<file path="src/rtl/dir_button_ctrl_if.sv">
// Button-side signal bundle: raw button in, debounced level/strobes/direction out.
// master = debouncer side, slave = button source and downstream consumers.
interface dir_button_ctrl_if;
  logic btn_raw;
  logic count_up;
  logic btn_level;
  logic press_pulse;
  logic release_pulse;

  modport master (
    input  btn_raw,
    output count_up,
    output btn_level,
    output press_pulse,
    output release_pulse
  );

  modport slave (
    output btn_raw,
    input  count_up,
    input  btn_level,
    input  press_pulse,
    input  release_pulse
  );
endinterface

</file>
<file path="src/rtl/dir_button_ctrl.sv">
// Button debouncer producing debounced level, press/release strobes and count direction.
// Latency N+2 edges per accepted change; no backpressure. Macro DIR_TOGGLE_EN: toggle direction per press.
module dir_button_ctrl #(
  parameter int DEBOUNCE_CYCLES = 1_000_000
) (
  input  logic               clock,
  input  logic               reset,
  dir_button_ctrl_if.master  btn
);

  localparam int CW = (DEBOUNCE_CYCLES > 1) ? $clog2(DEBOUNCE_CYCLES) : 1;
  localparam logic [CW-1:0] CNT_LAST = CW'(DEBOUNCE_CYCLES - 1);

  typedef enum logic [1:0] {
    IDLE      = 2'd0,
    WAIT_HIGH = 2'd1,
    HIGH      = 2'd2,
    WAIT_LOW  = 2'd3
  } state_t;

  state_t        state, state_nxt;
  logic [CW-1:0] cnt, cnt_nxt;
  logic          sync1, sync2;
  logic          level_q, level_nxt;
  logic          press_q, press_nxt;
  logic          release_q, release_nxt;
  logic          count_up_q, count_up_nxt;

  always_ff @(posedge clock or posedge reset) begin
    if (reset) begin
      sync1      <= 1'b0;
      sync2      <= 1'b0;
      state      <= IDLE;
      cnt        <= '0;
      level_q    <= 1'b0;
      press_q    <= 1'b0;
      release_q  <= 1'b0;
      count_up_q <= 1'b1;
    end else begin
      sync1      <= btn.btn_raw;
      sync2      <= sync1;
      state      <= state_nxt;
      cnt        <= cnt_nxt;
      level_q    <= level_nxt;
      press_q    <= press_nxt;
      release_q  <= release_nxt;
      count_up_q <= count_up_nxt;
    end
  end

  always_comb begin
    state_nxt   = state;
    cnt_nxt     = cnt;
    press_nxt   = 1'b0;
    release_nxt = 1'b0;
    case (state)
      IDLE: begin
        if (sync2) begin
          state_nxt = WAIT_HIGH;
          cnt_nxt   = '0;
        end
      end
      WAIT_HIGH: begin
        if (!sync2) begin
          state_nxt = IDLE;
          cnt_nxt   = '0;
        end else if (cnt == CNT_LAST) begin
          state_nxt = HIGH;
          cnt_nxt   = '0;
          press_nxt = 1'b1;
        end else begin
          cnt_nxt = cnt + 1'b1;
        end
      end
      HIGH: begin
        if (!sync2) begin
          state_nxt = WAIT_LOW;
          cnt_nxt   = '0;
        end
      end
      WAIT_LOW: begin
        if (sync2) begin
          state_nxt = HIGH;
          cnt_nxt   = '0;
        end else if (cnt == CNT_LAST) begin
          state_nxt   = IDLE;
          cnt_nxt     = '0;
          release_nxt = 1'b1;
        end else begin
          cnt_nxt = cnt + 1'b1;
        end
      end
      default: begin
        state_nxt = IDLE;
        cnt_nxt   = '0;
      end
    endcase

    // Level is held high through WAIT_LOW until the release is qualified.
    level_nxt = (state_nxt == HIGH) || (state_nxt == WAIT_LOW);

`ifdef DIR_TOGGLE_EN
    count_up_nxt = count_up_q ^ press_nxt;
`else
    count_up_nxt = ~level_nxt;
`endif
  end

  assign btn.btn_level     = level_q;
  assign btn.press_pulse   = press_q;
  assign btn.release_pulse = release_q;
  assign btn.count_up      = count_up_q;

endmodule

</file>
<file path="src/flat_wrapper.sv">
// flat-port wrapper written by rule: the top's interface ports become plain ports
module dir_button_ctrl_flat 
#(
  parameter int DEBOUNCE_CYCLES = 1_000_000
)
  (clock, reset, btn_btn_raw, btn_count_up, btn_btn_level, btn_press_pulse, btn_release_pulse);
  dir_button_ctrl_if btn_i ();
  input  logic clock;
  input  logic reset;
  input wire logic [$bits(btn_i.btn_raw)-1:0] btn_btn_raw;
  output wire logic [$bits(btn_i.count_up)-1:0] btn_count_up;
  output wire logic [$bits(btn_i.btn_level)-1:0] btn_btn_level;
  output wire logic [$bits(btn_i.press_pulse)-1:0] btn_press_pulse;
  output wire logic [$bits(btn_i.release_pulse)-1:0] btn_release_pulse;
  assign btn_i.btn_raw = btn_btn_raw;
  assign btn_count_up = btn_i.count_up;
  assign btn_btn_level = btn_i.btn_level;
  assign btn_press_pulse = btn_i.press_pulse;
  assign btn_release_pulse = btn_i.release_pulse;
  dir_button_ctrl #(.DEBOUNCE_CYCLES(DEBOUNCE_CYCLES)) u_core (.clock(clock), .reset(reset), .btn(btn_i));
endmodule
</file>
<file path="config.mk">
export PLATFORM = sky130hd
export DESIGN_NAME = dir_button_ctrl_flat
export DESIGN_NICKNAME = d
export VERILOG_FILES = /design/src/rtl/dir_button_ctrl_if.sv /design/src/rtl/dir_button_ctrl.sv /design/src/flat_wrapper.sv
export SDC_FILE = /design/constraint.sdc
export NUM_CORES = 1
export LEC_CHECK = 0
export ABC_AREA = 1
export CAP_MARGIN = 10
export CORE_MARGIN = 1
export CORE_UTILIZATION = 59
export CTS_CLUSTER_DIAMETER = 50
export DETAILED_ROUTE_END_ITERATION = 16
export PLACE_DENSITY = 0.78
export SETUP_SLACK_MARGIN = 0.15
export SYNTH_ARGS = -nofsm -noshare
export SYNTH_HDL_FRONTEND = slang
export SYNTH_SLANG_ARGS = --single-unit
</file>
<file path="constraint.sdc">
create_clock -name clock -period 1.8 [get_ports clock]
set_input_delay 0.45 -clock clock [delete_from_list [all_inputs] [get_ports clock]]
set_output_delay 0.45 -clock clock [all_outputs]
set_load 0.005 [all_outputs]
</file>
Fig. 1: cell classes on the final placement
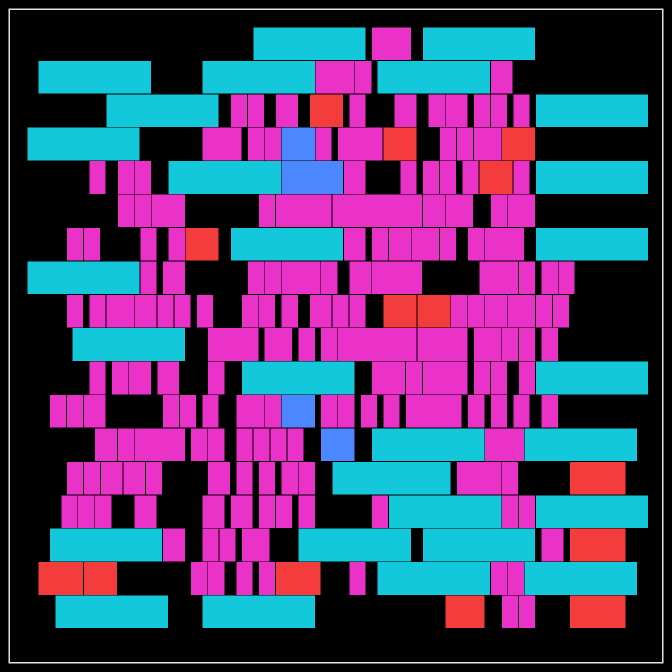
Key: blue = clock drivers and dummy loads [cells 4, share of their area 2.1%]; red = remaining buffers and delay cells [cells 14, share of their area 7.5%]; magenta = remaining logic cells [cells 169, share of their area 49%]; cyan = registers [cells 28, share of their area 41%]

Fig. 2: clock distribution
Bar = 20 um.
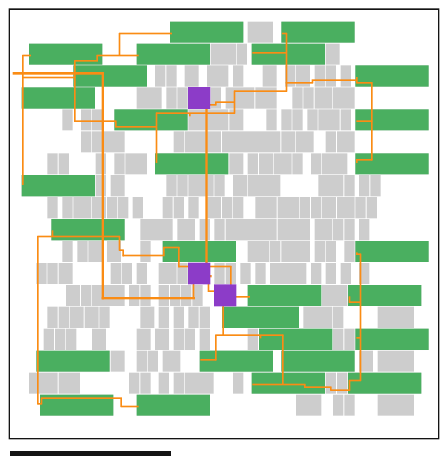
Key: orange = clock wires [length 333 um]; purple = clock-net drivers [count 3]; green = flip-flops [count 28]
There are 4 routed clock nets. Position of the flops: spread over the die.

Fig. 3: selected gate families
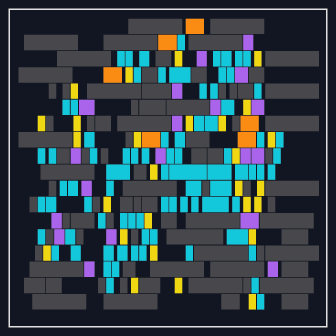
Key: yellow = inv cells [cells 27]; purple = aoi and oai cells [cells 19]; cyan = nand cells [cells 80]; orange = xor and xnor cells [cells 6]

==> summary.txt <==
This note records the results obtained with Yosys and OpenROAD.

Placed design
The post-placement setup slack is 0.2858 ns. The number of I/O port buffers is 6.

Setup path
The startpoint type of the worst setup path is a flip-flop. The data arrival time reported for the critical path is 1.09 ns. The report lists the cells along the critical path as dlygate4sd2_1. The highest fanout seen on the critical path is 1. The worst register-to-register path depth is 8. Across all register-to-register paths, the minimum setup slack is about 0.27 ns.

Pwr
The top power group is sequential cells. The power report attributes to the combinational group a share of 0.068. In this run the static leakage power is 0.8764 nW. The switching portion of total power comes to 0.2302.

Of the total power, the clock network draws 0.303. The total power of the final layout is just over 1 mW.

Yosys
The largest total area in the synthesized netlist belongs to sky130_fd_sc_hd__dfrtp_1. The sequential area share after synthesis is 0.4561. Per the synthesis report, the simple-gate share of the synthesized area is 0.3626. The yosys stat cell total is slightly below 200. Of the total synthesized cell area, the portion taken by AND-OR and OR-AND cells is 0.06829. Counting the warning lines in the Yosys log gives 0.

The total of flip-flops plus latches after synthesis is 28. The largest family of logic cells by area is simple AND/OR/NAND/NOR gates. A synthesized cell averages 7.773 um^2. The commonest register cell is sky130_fd_sc_hd__dfrtp_1.

Detailed routing
The first routing iteration left 32 violations. For this run, the detailed router reports a per-instance via density of 5.298. Signal nets in the final route climb as high as met4. TritonRoute reported its final design rule violation total as 0.

Clock tree
The number of clock sinks came to 28. The clock buffer count from CTS is 3. The post-cts repair resize count is 1.

The clock slew seen by the registers of the worst setup and hold paths is 0.15 ns.

Worst hold path
The cell depth of the worst min-delay path is 0. The startpoint of the most critical hold path is u_core.sync1.

Die
In this run the core area contains 18 standard-cell rows. The core region is between 2000 and 2500 um^2. The total die area is between 2000 and 3000 um^2.

STA
The maximum clock frequency is 0.6501 GHz. Measured against its own limit, the worst slew margin works out to 0.7640. Setup repair after global routing left no endpoint under its margin.

After layout, the minimum clock period comes to between 1.5 and 2 ns. After layout, the worst setup slack is 0.2617 ns. The transition time at the pin with the least slew margin is 0.3540 ns.

Layout
Of the total standard cell area in the layout, the sequential portion is 0.4053. For this run, the number of standard cells in the final layout without fillers is 245. Of the total standard cell area in the layout, the multi-input combinational portion is 0.4205.

The final layout report lists a clock buffer count of 4.

Global route
The number of global-route vias before repair came to roughly 1100. The initial antenna violation count is 0. The largest net degree at the start of global routing is 29.

Job
The number of warnings reported in the stage logs is 26.

Status
The flow ran to the end, and the final reports show no timing, DRC or antenna violations.
## cell usage after synthesis, types with 2 or more instances
cell / instances
sky130_fd_sc_hd__a21oi_1: 5
sky130_fd_sc_hd__nand2_4: 2
sky130_fd_sc_hd__inv_1: 25
sky130_fd_sc_hd__xor2_1: 5
sky130_fd_sc_hd__nand3_1: 11
sky130_fd_sc_hd__nand2_1: 58
sky130_fd_sc_hd__nor2_1: 29
sky130_fd_sc_hd__nand3_2: 3
sky130_fd_sc_hd__nor2_4: 2
sky130_fd_sc_hd__o22ai_1: 3
sky130_fd_sc_hd__o21ai_0: 8
sky130_fd_sc_hd__dfrtp_1: 27
sky130_fd_sc_hd__nor2_2: 3
sky130_fd_sc_hd__nand4_1: 2
Power and IR drop assume default switching activity.
